[config.mk]
export PLATFORM = sky130hd
export DESIGN_NAME = fetch_ctrl
export DESIGN_NICKNAME = d
export VERILOG_FILES = /design/src/rtl/fetch_ctrl_pkg.sv /design/src/rtl/fetch_ctrl_wait_timer.sv /design/src/rtl/fetch_ctrl.sv
export SDC_FILE = /design/constraint.sdc
export NUM_CORES = 1
export LEC_CHECK = 0
export CAP_MARGIN = 20
export CORE_ASPECT_RATIO = 1.2
export CORE_MARGIN = 5
export CORE_UTILIZATION = 35
export DETAILED_ROUTE_END_ITERATION = 10
export PLACE_DENSITY = 0.64
export REMOVE_ABC_BUFFERS = 1
export SLEW_MARGIN = 15
export SYNTH_ARGS = -nofsm -noshare
export SYNTH_HDL_FRONTEND = slang
export SYNTH_HIERARCHICAL = 1
export SYNTH_SLANG_ARGS = --single-unit
[constraint.sdc]
create_clock -name clk -period 2.9 [get_ports clk]
set_input_delay 0.58 -clock clk [delete_from_list [all_inputs] [get_ports clk]]
set_output_delay 0.58 -clock clk [all_outputs]
set_load 0.005 [all_outputs]
[src/rtl/fetch_ctrl_pkg.sv]
// Shared types and constants for the fetch/pipeline sequencing controller.
package fetch_ctrl_pkg;

   typedef enum logic {
      RUN      = 1'b0,
      MEM_WAIT = 1'b1
   } state_e;

   localparam int unsigned TIMEOUT_DEF = 16;
   localparam int unsigned ADDR_W      = 32;
   localparam int unsigned STALL_CNT_W = 16;
   localparam logic [31:0] NOP         = 32'h0000_0013;

endpackage

[src/rtl/fetch_ctrl_wait_timer.sv]
// Data-memory wait counter: clear, increment, and expiry at TIMEOUT.
module wait_timer
   import fetch_ctrl_pkg::*;
#(
   parameter int unsigned TIMEOUT = TIMEOUT_DEF,
   parameter int unsigned CNT_W   = 5
) (
   input  logic clk,
   input  logic rst,
   input  logic clr_i,
   input  logic inc_i,
   output logic expire_o
);

   logic [CNT_W-1:0] cnt_q;
   logic [CNT_W-1:0] cnt_d;

   always_comb begin
      cnt_d = cnt_q;
      if (clr_i) begin
         cnt_d = '0;
      end else if (inc_i) begin
         cnt_d = cnt_q + CNT_W'(1);
      end
   end

   always_ff @(posedge clk or negedge rst) begin
      if (!rst) begin
         cnt_q <= '0;
      end else begin
         cnt_q <= cnt_d;
      end
   end

   assign expire_o = (cnt_q == CNT_W'(TIMEOUT));

endmodule

[src/rtl/fetch_ctrl.sv]
// Pipeline sequencing controller: PC advance/hold/redirect, stalls, bubbles,
// flushes, dmem wait handling with timeout and deferred redirects.
module fetch_ctrl
   import fetch_ctrl_pkg::*;
#(
   parameter int unsigned TIMEOUT = TIMEOUT_DEF,
   parameter int unsigned CNT_W   = 5
) (
   input  logic                   clk,
   input  logic                   rst,
   input  logic                   redirect_i,
   input  logic [ADDR_W-1:0]      redirect_addr_i,
   input  logic                   load_use_i,
   input  logic                   dmem_req_i,
   input  logic                   dmem_valid_i,
   output logic                   pc_en_o,
   output logic                   pc_sel_o,
   output logic [ADDR_W-1:0]      next_addr_o,
   output logic                   stall_all_o,
   output logic                   stall_fe_o,
   output logic                   bubble_o,
   output logic                   flush_o,
   output logic                   mem_err_o,
   output logic [STALL_CNT_W-1:0] stall_cnt_o
);

   state_e                   state_q, state_d;
   logic                     pend_vld_q, pend_vld_d;
   logic [ADDR_W-1:0]        pend_addr_q, pend_addr_d;
   logic [STALL_CNT_W-1:0]   stall_cnt_q, stall_cnt_d;
   logic                     tmr_clr, tmr_inc, tmr_expire;
   logic                     run_rules;
   logic                     redir_any;
   logic [ADDR_W-1:0]        redir_addr;

   wait_timer #(
      .TIMEOUT (TIMEOUT),
      .CNT_W   (CNT_W)
   ) u_wait_timer (
      .clk      (clk),
      .rst      (rst),
      .clr_i    (tmr_clr),
      .inc_i    (tmr_inc),
      .expire_o (tmr_expire)
   );

   // A live redirect always beats a deferred one.
   assign redir_any  = redirect_i | pend_vld_q;
   assign redir_addr = redirect_i ? redirect_addr_i : pend_addr_q;

   always_comb begin
      state_d     = state_q;
      pend_vld_d  = pend_vld_q;
      pend_addr_d = pend_addr_q;
      tmr_clr     = 1'b0;
      tmr_inc     = 1'b0;
      run_rules   = 1'b0;
      pc_en_o     = 1'b0;
      pc_sel_o    = 1'b0;
      next_addr_o = '0;
      stall_all_o = 1'b0;
      stall_fe_o  = 1'b0;
      bubble_o    = 1'b0;
      flush_o     = 1'b0;
      mem_err_o   = 1'b0;

      case (state_q)
         RUN: begin
            if (dmem_req_i && !dmem_valid_i) begin
               stall_all_o = 1'b1;
               tmr_inc     = 1'b1;
               state_d     = MEM_WAIT;
               if (redirect_i) begin
                  pend_vld_d  = 1'b1;
                  pend_addr_d = redirect_addr_i;
               end
            end else begin
               run_rules = 1'b1;
            end
         end
         MEM_WAIT: begin
            if (dmem_valid_i || tmr_expire) begin
               mem_err_o = !dmem_valid_i;
               run_rules = 1'b1;
               tmr_clr   = 1'b1;
               state_d   = RUN;
            end else begin
               stall_all_o = 1'b1;
               tmr_inc     = 1'b1;
               if (redirect_i) begin
                  pend_vld_d  = 1'b1;
                  pend_addr_d = redirect_addr_i;
               end
            end
         end
         default: state_d = RUN;
      endcase

      // Redirect outranks load-use: the hazarding instruction gets flushed.
      if (run_rules) begin
         if (redir_any) begin
            pc_en_o     = 1'b1;
            pc_sel_o    = 1'b1;
            next_addr_o = redir_addr;
            flush_o     = 1'b1;
            pend_vld_d  = 1'b0;
         end else if (load_use_i) begin
            stall_fe_o = 1'b1;
            bubble_o   = 1'b1;
         end else begin
            pc_en_o = 1'b1;
         end
      end

      if (!rst) begin
         pc_en_o     = 1'b0;
         pc_sel_o    = 1'b0;
         next_addr_o = '0;
         stall_all_o = 1'b0;
         stall_fe_o  = 1'b0;
         bubble_o    = 1'b0;
         flush_o     = 1'b0;
         mem_err_o   = 1'b0;
      end
   end

   // Saturating stall-cycle counter.
   always_comb begin
      stall_cnt_d = stall_cnt_q;
      if ((stall_all_o || stall_fe_o) && (stall_cnt_q != '1)) begin
         stall_cnt_d = stall_cnt_q + STALL_CNT_W'(1);
      end
   end

   always_ff @(posedge clk or negedge rst) begin
      if (!rst) begin
         state_q     <= RUN;
         pend_vld_q  <= 1'b0;
         pend_addr_q <= '0;
         stall_cnt_q <= '0;
      end else begin
         state_q     <= state_d;
         pend_vld_q  <= pend_vld_d;
         pend_addr_q <= pend_addr_d;
         stall_cnt_q <= stall_cnt_d;
      end
   end

   assign stall_cnt_o = stall_cnt_q;

endmodule

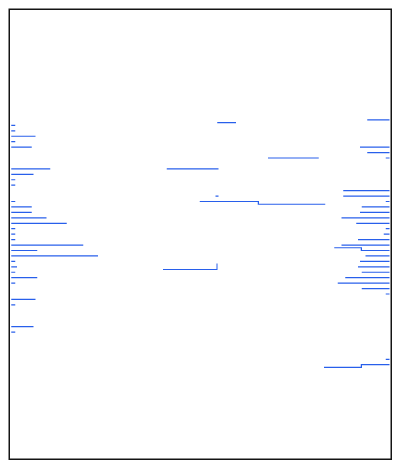
**Above:** met3 routing.
Drawn at 4 px/µm.
The longest straight run is 21.4 µm. The layer holds 6.0% of the routed length. The wires run mostly horizontal. 57 nets have wire on it. The layer carries 391 µm of wire.
GR Util met3: 2.95%
routed vias: 2,169
Routed WL: 6570 µm

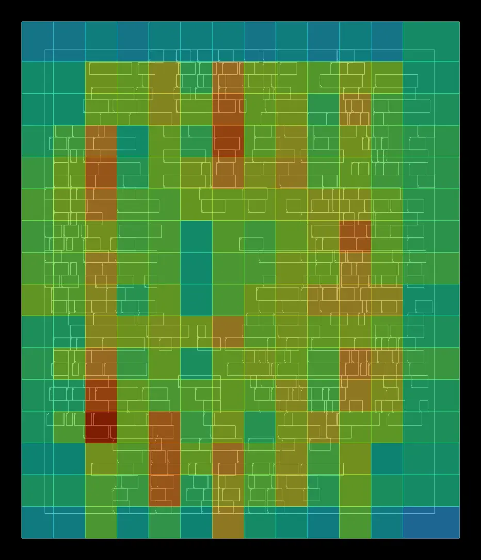
**Above:** congestion heat map.
met2 usage: 21.3%
Final Util: 49.1%
grt met1 use: 16.6%

==> results_dict.tcl <==
# collected from the flow reports
set metrics [dict create \
    avgSynthCellArea_um2 12.0 \
    synth_cells 254 \
    critical_path_class "primary input to output pin" \
    clock_skew_ps 9.37 \
    area_growth_pct 37.5 \
    status "completed" \
    relSlewSlack_pct 69.5 \
    comb_power_share_pct 30.3 \
    placed_area_mm2 0.00413 \
    crit_top_cell "or2_1" \
    fin_setup_tns_ps 0 \
    cp.required_ps 2320 \
    io_buffers 92 \
    rows 37 \
    first_iter_violations 66 \
    cpPeakStageDelay_ps 400 \
    report.final.slew_viol_count 0 \
    fmax_mhz 363 \
    clockRootBuffer "clkbuf_8" \
    fin_crit_sh_pct 94.9 \
    routed_via_density 4.61 \
    finalHoldViolations 0 \
    ys_seq_share_pct 45.2 \
    cts_buffer_depth 2 \
    crit_chain "clkdlybuf4s50_1, or2_1, nand3_2, nand2_1, or2_1, buf_12, nor2_1, dlygate4sd2_1" \
    p_total_uw 2090 \
    sequentialPowerShare_pct 49.9 \
    antenna_found_initial 0 \
    die_w_um 95.1 \
    synth_cell_types 35 \
    grt_start_max_net_pins 37 \
    rsz0062_at_grt "false" \
    numClockSinks 55 \
    antenna_left 0 \
    critPathLaunchType "primary input" \
    num_io_pins 93 \
    cts_max_level 2 \
    grt_pass1_wl_um 11100 \
    core_area_mm2 0.00852 \
    design_area_mm2 0.00419 \
    grt_pass1_vias 2342 \
    gp_congestion 0.774 \
    yosys_warnings 6 \
    drt_pass1_iterations 4 \
    endpoint_kind "output pin" \
    path_clk_slew_ps 100 \
    ys_cells 254 \
    hold_path_class "primary input to async pin" \
    wl_per_cell_um 14.0 \
    die_h_um 112 \
    warning_count 26 \
    finalSetupViolCount 0 \
    syn_area_mm2 0.00304 \
    drc 0 \
    cts_made_buffers 5 \
    path_max_fanout 33 \
    p_leak_uw 0.00200 \
]
layout make-up:
type | instances | area (µm²)
tap | 117 | 146
sequential | 55 | 1380
fill | 851 | 4330
clock buffer | 5 | 68.8
clock inverter | 3 | 15.0
timing repair buffer | 107 | 1020
inverter | 6 | 22.5
multi-input combinational | 177 | 1540
layer usage:
layer  wire length [µm]  part of all wire, %  global-route usage [%]  vias to the layer above
li1                   -                    -                       -                     1058
met1               2960                   45                    16.6                     1044
met2               3160                   48                    21.3                       62
met3                391                  6.0                    2.95                        5
met4                 59                 0.90                    3.56                        0
met5                  0                    0                       0                        -
final timing paths:
path / depth (start not counted) / endpoint / slack (ps) / from
min in group clk: 1 / stall_cnt_o[10] / 490 / stall_cnt_o[10]
max: 8 / next_addr_o[15] / 150 / dmem_req_i
max reg2reg: 12 / pend_addr_q[29] / 780 / u_wait_timer/cnt_q[0]
min reg2reg: 1 / stall_cnt_o[10] / 490 / stall_cnt_o[10]
max in group asynchronous: 3 / stall_cnt_o[8] / 1890 / rst
min: 2 / state_q / 250 / rst
sequential cells by signal, summed over array words and instances, names as in the netlist:
| name | count |
|---|---|
| pend_vld_q | 1 |
| stall_cnt_o | 16 |
| u_wait_timer/cnt_q | 5 |
| pend_addr_q | 32 |
| state_q | 1 |
power groups by stage:
stage	Sequential [µW]	Combinational, µW	Clock [µW]
after floorplan	1040	339	0
after global placement	1050	656	0
after detailed placement	1050	666	0
after CTS	1040	648	436
after global routing	1070	703	457
final	1040	634	414
synth_stat cells:
cell type  number  area, µm²
buf_6           6       67.6
nand3_1         3       15.0
nor3_1          2       10.0
a21oi_1         2       10.0
a21bo_1         1       10.0
nor2_1         42        158
and4bb_1        1       12.5
o21a_1          1       7.51
a41oi_1         1       8.76
xor2_1          2       17.5
buf_4           2       15.0
mux2i_1        33        330
mux2_4         32        480
or2_1           2       12.5
mux2_2          3       33.8
nor2b_1         2       12.5
dfrtp_1        55       1380
ha_1            3       37.5
buf_2           4       20.0
nand3_2         6       60.1
and4_1          2       17.5
nand4_1         4       25.0
nand4_2         2       25.0
clkbuf_1        4       15.0
nor2_2          1       6.26
inv_1           5       18.8
nand2_1         9       33.8
and3_1          3       18.8
nand3b_1        1       7.51
nand2b_1        1       6.26
xnor2_1        14        123
inv_2           1       3.75
a41oi_4         1       27.5
nor3b_1         1       7.51
and2_1          2       12.5
worst max-delay path, delay by kind of cell:
family                 cells  cell delay (ps)
and+or+nand+nor            5              750
buffers and inverters      3              820
kinds of logic after synthesis:
logic type	share of synthesized area [%]
AOI/OAI and AO/OA	2.10
xor gates and xnor gates	4.61
adders and majority gates	1.23
buffers and inverters	4.60
DFF	45.2
muxes	27.8
and+or+nand+nor	14.5
repair_timing:
action	CTS	global route
endpoints found under the setup margin	34	1
hold buffers	0	0
gates resized	36	1
pin swaps	1	0
setup buffers	1	0
stage by stage:
step | setup slack [ps] | instances | utilization, % | hold slack [ps]
detailed placement | -126 | 461 | 48.4 | 484
finish | 148 | 470 | 49.1 | 254
CTS | 131 | 470 | 49.1 | 251
global route | 1.83 | 470 | 49.1 | 270
global placement | -117 | 461 | 48.4 | 480
floorplan | 64.5 | 238 | - | 284
Power figures rest on the tool's default switching activity, not on a simulated workload.
